$ cat config.mk
export PLATFORM = sky130hd
export DESIGN_NAME = riscv_multicycle_control
export DESIGN_NICKNAME = d
export VERILOG_FILES = /design/src/rtl/riscv_ctrl_pkg.sv /design/src/rtl/mem_wait_counter.sv /design/src/rtl/riscv_multicycle_control.sv
export SDC_FILE = /design/constraint.sdc
export NUM_CORES = 1
export LEC_CHECK = 0
export CAP_MARGIN = 5
export CORE_MARGIN = 8
export CORE_UTILIZATION = 30
export CTS_CLUSTER_DIAMETER = 80
export CTS_CLUSTER_SIZE = 30
export DETAILED_ROUTE_END_ITERATION = 16
export PLACE_DENSITY = 0.74
export SETUP_SLACK_MARGIN = 0.1
export SKIP_CTS_REPAIR_TIMING = 1
export SLEW_MARGIN = 20
export SYNTH_ARGS = -nofsm -noshare
export SYNTH_HDL_FRONTEND = slang
export SYNTH_SLANG_ARGS = --single-unit
$ cat constraint.sdc
create_clock -name clk -period 1.58 [get_ports clk]
set_clock_uncertainty 0.15 [all_clocks]
set_input_delay 0.316 -clock clk [delete_from_list [all_inputs] [get_ports clk]]
set_output_delay 0.316 -clock clk [all_outputs]
set_load 0.03 [all_outputs]
$ cat src/rtl/riscv_ctrl_pkg.sv
// Shared encodings for the multicycle RISC-V control FSM: states, ALU ops,
// datapath mux selects and the opcode/funct constants the decoder dispatches on.
package riscv_ctrl_pkg;

    typedef enum logic [3:0] {
        FETCH      = 4'd0,
        FETCH_WAIT = 4'd1,
        DECODE     = 4'd2,
        R_EXEC     = 4'd3,
        I_EXEC     = 4'd4,
        ALU_WB     = 4'd5,
        ADDR       = 4'd6,
        LD_MEM     = 4'd7,
        LD_WAIT    = 4'd8,
        LD_WB      = 4'd9,
        SD_MEM     = 4'd10,
        BRANCH     = 4'd11,
        BR_NT      = 4'd12,
        LUI_WB     = 4'd13,
        HALT       = 4'd14
    } ctrlStateT;

    localparam logic [2:0] ALU_PASS = 3'b000;
    localparam logic [2:0] ALU_ADD  = 3'b001;
    localparam logic [2:0] ALU_SUB  = 3'b010;
    localparam logic [2:0] ALU_AND  = 3'b011;

    localparam logic [2:0] MUXA_PC   = 3'd0;
    localparam logic [2:0] MUXA_REGA = 3'd1;

    localparam logic [2:0] MUXB_REGB  = 3'd0;
    localparam logic [2:0] MUXB_FOUR  = 3'd1;
    localparam logic [2:0] MUXB_SIGN  = 3'd2;
    localparam logic [2:0] MUXB_SHIFT = 3'd3;

    localparam logic [2:0] MUXMEM_ALUOUT  = 3'd0;
    localparam logic [2:0] MUXMEM_MEMDATA = 3'd1;
    localparam logic [2:0] MUXMEM_IMM     = 3'd2;

    localparam logic [6:0] OP_RTYPE  = 7'b0110011;
    localparam logic [6:0] OP_ITYPE  = 7'b0010011;
    localparam logic [6:0] OP_LOAD   = 7'b0000011;
    localparam logic [6:0] OP_STORE  = 7'b0100011;
    localparam logic [6:0] OP_BRANCH = 7'b1100011;
    localparam logic [6:0] OP_LUI    = 7'b0110111;

    localparam logic [2:0] F3_ADD = 3'b000;
    localparam logic [2:0] F3_AND = 3'b111;
    localparam logic [2:0] F3_LD  = 3'b011;
    localparam logic [2:0] F3_SD  = 3'b111;
    localparam logic [2:0] F3_BEQ = 3'b000;
    localparam logic [2:0] F3_BNE = 3'b001;

    localparam logic [6:0] F7_BASE = 7'b0000000;
    localparam logic [6:0] F7_ALT  = 7'b0100000;

endpackage

$ cat src/rtl/mem_wait_counter.sv
// Down-counter that times memory-wait states: loaded on entry, counts to zero,
// and flags done while the count sits at zero.
module mem_wait_counter #(
    parameter int WIDTH = 3
) (
    input  logic             clk,
    input  logic             rst,
    input  logic             load,
    input  logic [WIDTH-1:0] loadValue,
    input  logic             countEn,
    output logic             done
);

    logic [WIDTH-1:0] count;

    always_ff @(posedge clk or negedge rst) begin
        if (!rst) begin
            count <= '0;
        end else if (load) begin
            count <= loadValue;
        end else if (countEn && (count != '0)) begin
            count <= count - 1'b1;
        end
    end

    assign done = (count == '0);

endmodule

$ cat src/rtl/riscv_multicycle_control.sv
// Multicycle RISC-V control unit: one FSM sequencing fetch, decode, execute,
// memory and write-back, with memory waits timed by mem_wait_counter.
//
// state      | meaning
// FETCH      | issue instruction read, arm wait counter
// FETCH_WAIT | wait MEM_WAIT cycles, load IR on the last one
// DECODE     | load A/B, precompute branch target into AluOut, dispatch
// R_EXEC     | reg-reg ALU op into AluOut
// I_EXEC     | reg-imm add into AluOut
// ALU_WB     | write AluOut back, PC+4
// ADDR       | effective address into AluOut
// LD_MEM     | issue data read, arm wait counter
// LD_WAIT    | wait MEM_WAIT cycles, load MemData on the last one
// LD_WB      | write MemData back, PC+4
// SD_MEM     | data write, PC+4
// BRANCH     | compare; taken loads PC from AluOut here
// BR_NT      | not taken, PC+4
// LUI_WB     | write U-immediate back, PC+4
// HALT       | unsupported instruction, stuck until reset
module riscv_multicycle_control
    import riscv_ctrl_pkg::*;
#(
    parameter int MEM_WAIT = 2
) (
    input  logic        clk,
    input  logic        rst,
    input  logic [31:0] i31_0,
    input  logic        AluIgual,
    output logic        PCwrite,
    output logic        LoadIR,
    output logic        RegWrite,
    output logic        loadRegA,
    output logic        loadRegB,
    output logic        loadRegAluOut,
    output logic        loadRegMemData,
    output logic        MemRead,
    output logic        MemData_Read,
    output logic [2:0]  SelMuxA,
    output logic [2:0]  SelMuxB,
    output logic [2:0]  SelMuxMem,
    output logic        SelMuxPC,
    output logic [2:0]  AluOperation,
    output logic [3:0]  State
);

    localparam logic [2:0] WAIT_INIT = 3'(MEM_WAIT - 1);

    ctrlStateT   state, nextState;
    logic [6:0]  opcode;
    logic [2:0]  funct3;
    logic [6:0]  funct7;
    logic        waitLoad, waitCount, waitDone;
    logic        pcPlusFour, branchTaken;
    logic        unusedIrBits;

    assign opcode       = i31_0[6:0];
    assign funct3       = i31_0[14:12];
    assign funct7       = i31_0[31:25];
    assign unusedIrBits = ^{i31_0[24:15], i31_0[11:7]};
    assign State        = state;

    assign branchTaken = ((funct3 == F3_BEQ) && AluIgual) ||
                         ((funct3 == F3_BNE) && !AluIgual);

    mem_wait_counter #(.WIDTH(3)) uWaitCounter (
        .clk       (clk),
        .rst       (rst),
        .load      (waitLoad),
        .loadValue (WAIT_INIT),
        .countEn   (waitCount),
        .done      (waitDone)
    );

    always_ff @(posedge clk or negedge rst) begin
        if (!rst) state <= FETCH;
        else      state <= nextState;
    end

    always_comb begin
        nextState      = state;
        waitLoad       = 1'b0;
        waitCount      = 1'b0;
        pcPlusFour     = 1'b0;
        PCwrite        = 1'b0;
        LoadIR         = 1'b0;
        RegWrite       = 1'b0;
        loadRegA       = 1'b0;
        loadRegB       = 1'b0;
        loadRegAluOut  = 1'b0;
        loadRegMemData = 1'b0;
        MemRead        = 1'b0;
        MemData_Read   = 1'b0;
        SelMuxA        = MUXA_PC;
        SelMuxB        = MUXB_REGB;
        SelMuxMem      = MUXMEM_ALUOUT;
        SelMuxPC       = 1'b0;
        AluOperation   = ALU_PASS;

        case (state)
            FETCH: begin
                waitLoad  = 1'b1;
                nextState = FETCH_WAIT;
            end
            FETCH_WAIT: begin
                waitCount = 1'b1;
                if (waitDone) begin
                    LoadIR    = 1'b1;
                    nextState = DECODE;
                end
            end
            DECODE: begin
                loadRegA      = 1'b1;
                loadRegB      = 1'b1;
                loadRegAluOut = 1'b1;
                SelMuxA       = MUXA_PC;
                SelMuxB       = MUXB_SHIFT;
                AluOperation  = ALU_ADD;
                case (opcode)
                    OP_RTYPE:  nextState = R_EXEC;
                    OP_ITYPE:  nextState = I_EXEC;
                    OP_LOAD:   nextState = (funct3 == F3_LD) ? ADDR : HALT;
                    OP_STORE:  nextState = (funct3 == F3_SD) ? ADDR : HALT;
                    OP_BRANCH: nextState = ((funct3 == F3_BEQ) || (funct3 == F3_BNE)) ? BRANCH : HALT;
                    OP_LUI:    nextState = LUI_WB;
                    default:   nextState = HALT;
                endcase
            end
            R_EXEC: begin
                SelMuxA   = MUXA_REGA;
                SelMuxB   = MUXB_REGB;
                nextState = ALU_WB;
                if ((funct3 == F3_ADD) && (funct7 == F7_BASE)) begin
                    AluOperation  = ALU_ADD;
                    loadRegAluOut = 1'b1;
                end else if ((funct3 == F3_ADD) && (funct7 == F7_ALT)) begin
                    AluOperation  = ALU_SUB;
                    loadRegAluOut = 1'b1;
                end else if ((funct3 == F3_AND) && (funct7 == F7_BASE)) begin
                    AluOperation  = ALU_AND;
                    loadRegAluOut = 1'b1;
                end else begin
                    nextState = HALT;
                end
            end
            I_EXEC, ADDR: begin
                SelMuxA       = MUXA_REGA;
                SelMuxB       = MUXB_SIGN;
                AluOperation  = ALU_ADD;
                loadRegAluOut = 1'b1;
                if (state == I_EXEC)        nextState = ALU_WB;
                else if (opcode == OP_LOAD) nextState = LD_MEM;
                else                        nextState = SD_MEM;
            end
            LD_MEM: begin
                waitLoad  = 1'b1;
                nextState = LD_WAIT;
            end
            LD_WAIT: begin
                waitCount = 1'b1;
                if (waitDone) begin
                    loadRegMemData = 1'b1;
                    nextState      = LD_WB;
                end
            end
            ALU_WB: begin
                pcPlusFour = 1'b1;
                RegWrite   = 1'b1;
                SelMuxMem  = MUXMEM_ALUOUT;
            end
            LD_WB: begin
                pcPlusFour = 1'b1;
                RegWrite   = 1'b1;
                SelMuxMem  = MUXMEM_MEMDATA;
            end
            LUI_WB: begin
                pcPlusFour = 1'b1;
                RegWrite   = 1'b1;
                SelMuxMem  = MUXMEM_IMM;
            end
            SD_MEM: begin
                pcPlusFour   = 1'b1;
                MemData_Read = 1'b1;
            end
            BR_NT: pcPlusFour = 1'b1;
            BRANCH: begin
                SelMuxA      = MUXA_REGA;
                SelMuxB      = MUXB_REGB;
                AluOperation = ALU_SUB;
                if (branchTaken) begin
                    PCwrite   = 1'b1;
                    SelMuxPC  = 1'b1;
                    nextState = FETCH;
                end else begin
                    nextState = BR_NT;
                end
            end
            HALT:    nextState = HALT;
            default: nextState = FETCH;
        endcase

        // Shared tail of every instruction: PC <= PC + 4, then refetch.
        if (pcPlusFour) begin
            PCwrite      = 1'b1;
            SelMuxA      = MUXA_PC;
            SelMuxB      = MUXB_FOUR;
            AluOperation = ALU_ADD;
            SelMuxPC     = 1'b0;
            nextState    = FETCH;
        end
    end

endmodule

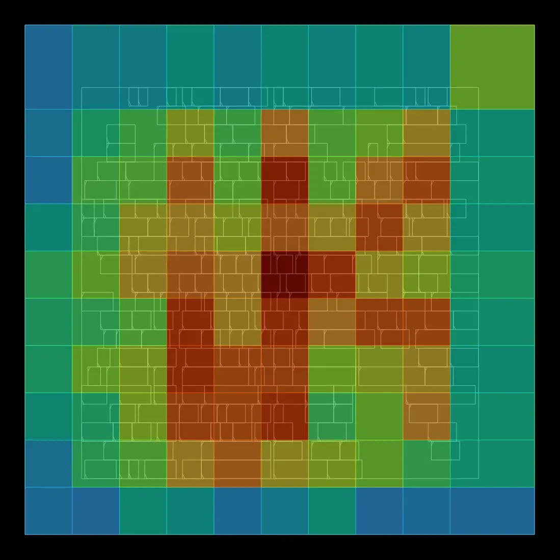
(images/congestion.png)
GRT Max-Usage Layer: met2
overall fraction of global-route tracks in use: 0.143

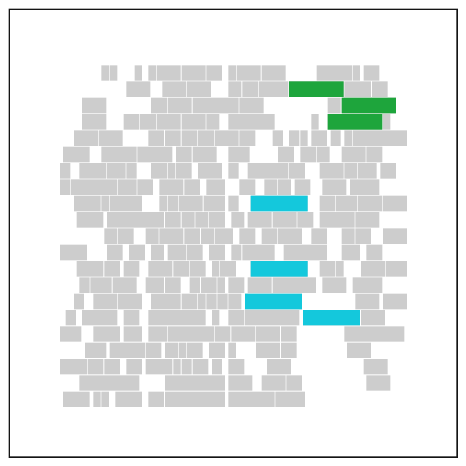
(images/flops_by_reg.png)
(6 px per um) Other cells in grey.
Key: State = cyan [flops 4, where centre]; uWaitCounter.count = green [flops 3]

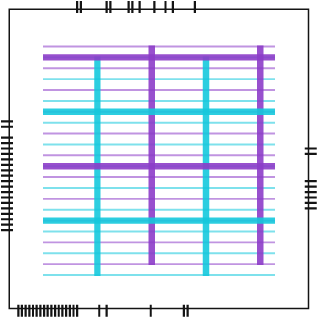
(images/power_grid.png)
(4 px per um) Pins as bars on the die edge.
Key: VSS = cyan; VDD = purple
22 met1 rails follow the rows. 61 signal pins sit on the boundary.

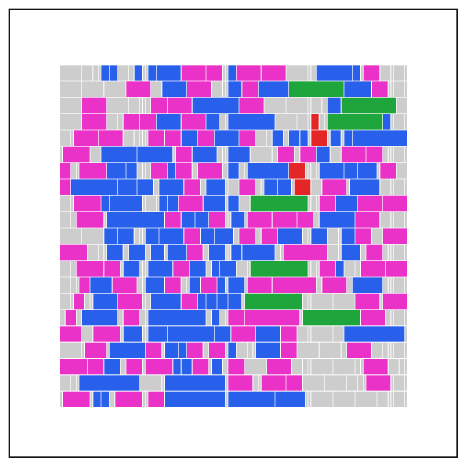
(images/placement_by_type.png)
(6 px per um) Fill, decap, tap and diode cells in grey.
Key: flops = green [cells 7, share of their area 7.5%]; combinational and other logic = blue [cells 119, share of their area 48%]; other buffers and delay cells = magenta [cells 108, share of their area 43%]; clock drivers and dummy loads = red [cells 4, share of their area 1.1%]
share of cell area taken by flip-flops and latches: 0.0734
post-layout utilization of the core: 0.741
Post-Layout Inst Area: 2450 um2
number of rows created at floorplan: 21

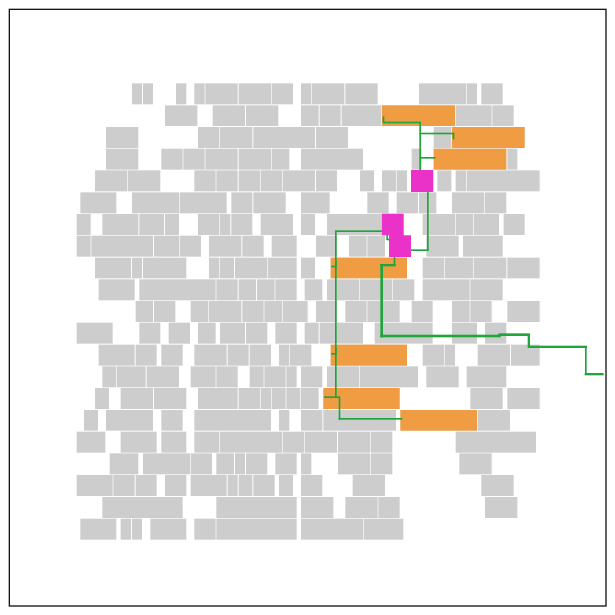
(images/clk_routes.png)
(8 px per um)
Key: clock drivers = magenta [count 3]; flip-flops = orange [count 7]; clock wires = green [length 122 um]
There are 4 routed clock nets.
clock-net power: 0.000160 W
clock network power share: 0.035

-- cell type report --
| class | count | area share |
|---|---|---|
| multi-input cells | 113 | 0.457 |
| clock buffers | 4 | 0.0107 |
| repair buffers | 108 | 0.425 |
| inverters | 6 | 0.0107 |
| flip-flops and latches | 7 | 0.0734 |
| well taps | 46 | 0.0235 |
-- final timing paths --
kind	end	slack, ps	cells past startpoint
worst max-delay path	loadRegAluOut	-450	4
worst min-delay path	State[2]	190	1
worst max register to register	State[3]	-210	6
worst min register to register	uWaitCounter.count[1]	420	2
max in group asynchronous	State[1]	800	1
min in group clk	State[3]	420	4
-- critical path, delay by kind of cell (launching register included) --
kind	cells	cell delay (ps)
DFF	1	450
buffers and inverters	1	120
and+or+nand+nor	3	730
-- Yosys cell counts, types with 4 or more instances --
cell type,instances
nand2b_1,7
a21oi_1,8
nand2_1,10
xor2_1,4
o21ai_0,5
buf_4,7
o211ai_1,5
inv_1,6
nor3_1,7
dfrtp_1,7
nor2_1,16
or3_1,4
-- kinds of logic after synthesis --
logic type      after synthesis
compound gates               36
xor+xnor                      7
fa+ha+maj                     2
buf+inv                      22
flops                         7
other cells                   1
simple gates                 62
-- power by group through the flow --
stage,sequential (W),combinational (W),clock (W)
3_3_place_gp,0.000396,0.00283,0
3_5_place_dp,0.000398,0.00289,0
2_1_floorplan,0.000405,0.00191,0
6_report,0.000368,0.00399,0.000160
4_1_cts,0.000393,0.00290,0.000168
5_1_grt,0.000375,0.00424,0.000179
-- per-layer routing --
metal / track usage / vias to the layer above / wire length, um
li1: - / 681 / -
met1: 0.160 / 676 / 1800
met2: 0.255 / 49 / 2500
met3: 0.0377 / 8 / 253
met4: 0.0413 / 0 / 51
met5: 0 / - / 0
-- stage by stage --
step	hold WS [ps]	setup TNS (ps)
floorplan	-130	-2450
global placement	361	-6420
detailed placement	368	-6830
CTS	196	-8930
global route	200	-6650
finish	194	-5370
-- placed cells by master, fill, tap and decap left out, types with 4 or more instances in the layout --
| master | count |
|---|---|
| a21oi_1 | 6 |
| buf_4 | 49 |
| buf_6 | 37 |
| clkbuf_2 | 5 |
| conb_1 | 6 |
| dfrtp_2 | 4 |
| dlymetal6s2s_1 | 11 |
| nand2_1 | 5 |
| nand2b_4 | 4 |
| nor2_1 | 6 |
| nor2_4 | 7 |
| nor3_4 | 4 |
| o211ai_1 | 5 |
-- flip-flops by register name, summed over array words and instances (netlist names) --
register	count
State	4
uWaitCounter.count	3
==> results.txt <==
impl run done, here's what came out: Yosys chip area=1020 um2, Fmax=approximately 500 MHz, final total power=0.00452 W, average wire per standard cell=16.2 um, Required @ worst endpoint=1110 ps, unrepaired setup endpoints after global routing=true, number of global-route vias before repair=roughly 1400, cell with the biggest individual delay on the critical path=dfrtp_2, fraction of synthesized cell area taken by the top area cell type=0.171, global-route wire length before repair=6320 um, minimum setup slack in the final design=-445 ps, Most common reg cell=dfrtp_1, dominant combinational cell family by area after synthesis=simple AND/OR/NAND/NOR gates, Int Power=0.00238 W, routability-driven placement congestion ratio=approximately 0.85, Finished Layout Cells=approximately 280, NumNets Final=between 200 and 300, worst-case setup slack after placement=-745 ps, classification of the worst-slack hold path=input pin to async pin, total die size=5540 um2, outcome=finished with violations, crit path capture type=primary output, total power divided by cell area=approximately 1800 nW/um2, final setup vio count=23, count of clock tree sinks=7, Initial DRT Pass Iterations=4, area post-placement=~1900 um2, main area contributors after synthesis=dfrtp_1, nor2_1, buf_4, nand2b_1, a21oi_1, initial DRC count=33, crit-path max cell delay=450 ps, instance tally after logic synthesis=137, area growth from synthesis to layout=140%, CP startpoint kind=register, cell chain of the critical path=or2_1, or3_4, nand2b_4, buf_6, cell leakage power=1.14 nW, combined area of the multi-input logic cells=1120 um2, Cells after DPL=around 260, DRC violation count after routing=0, net switching power=0.00213 W, mean area per synthesized cell=between 7 and 8 um2, number of buffers created by CTS=3, Final Hold Fails=0, Combinational Power Share=0.883, worst endpoint data arrival time=between 1500 and 2000 ps, per-cell via count in the routed design=4.98, final worst path period share=1.28, launching instance or port of the critical path=State[2], max-cap viol count=0, Core Box Area=between 3000 and 4000 um2, IO Pins=between 60 and 70, violated checks=negative setup slack
Power figures rest on the tool's default switching activity, not on a simulated workload.
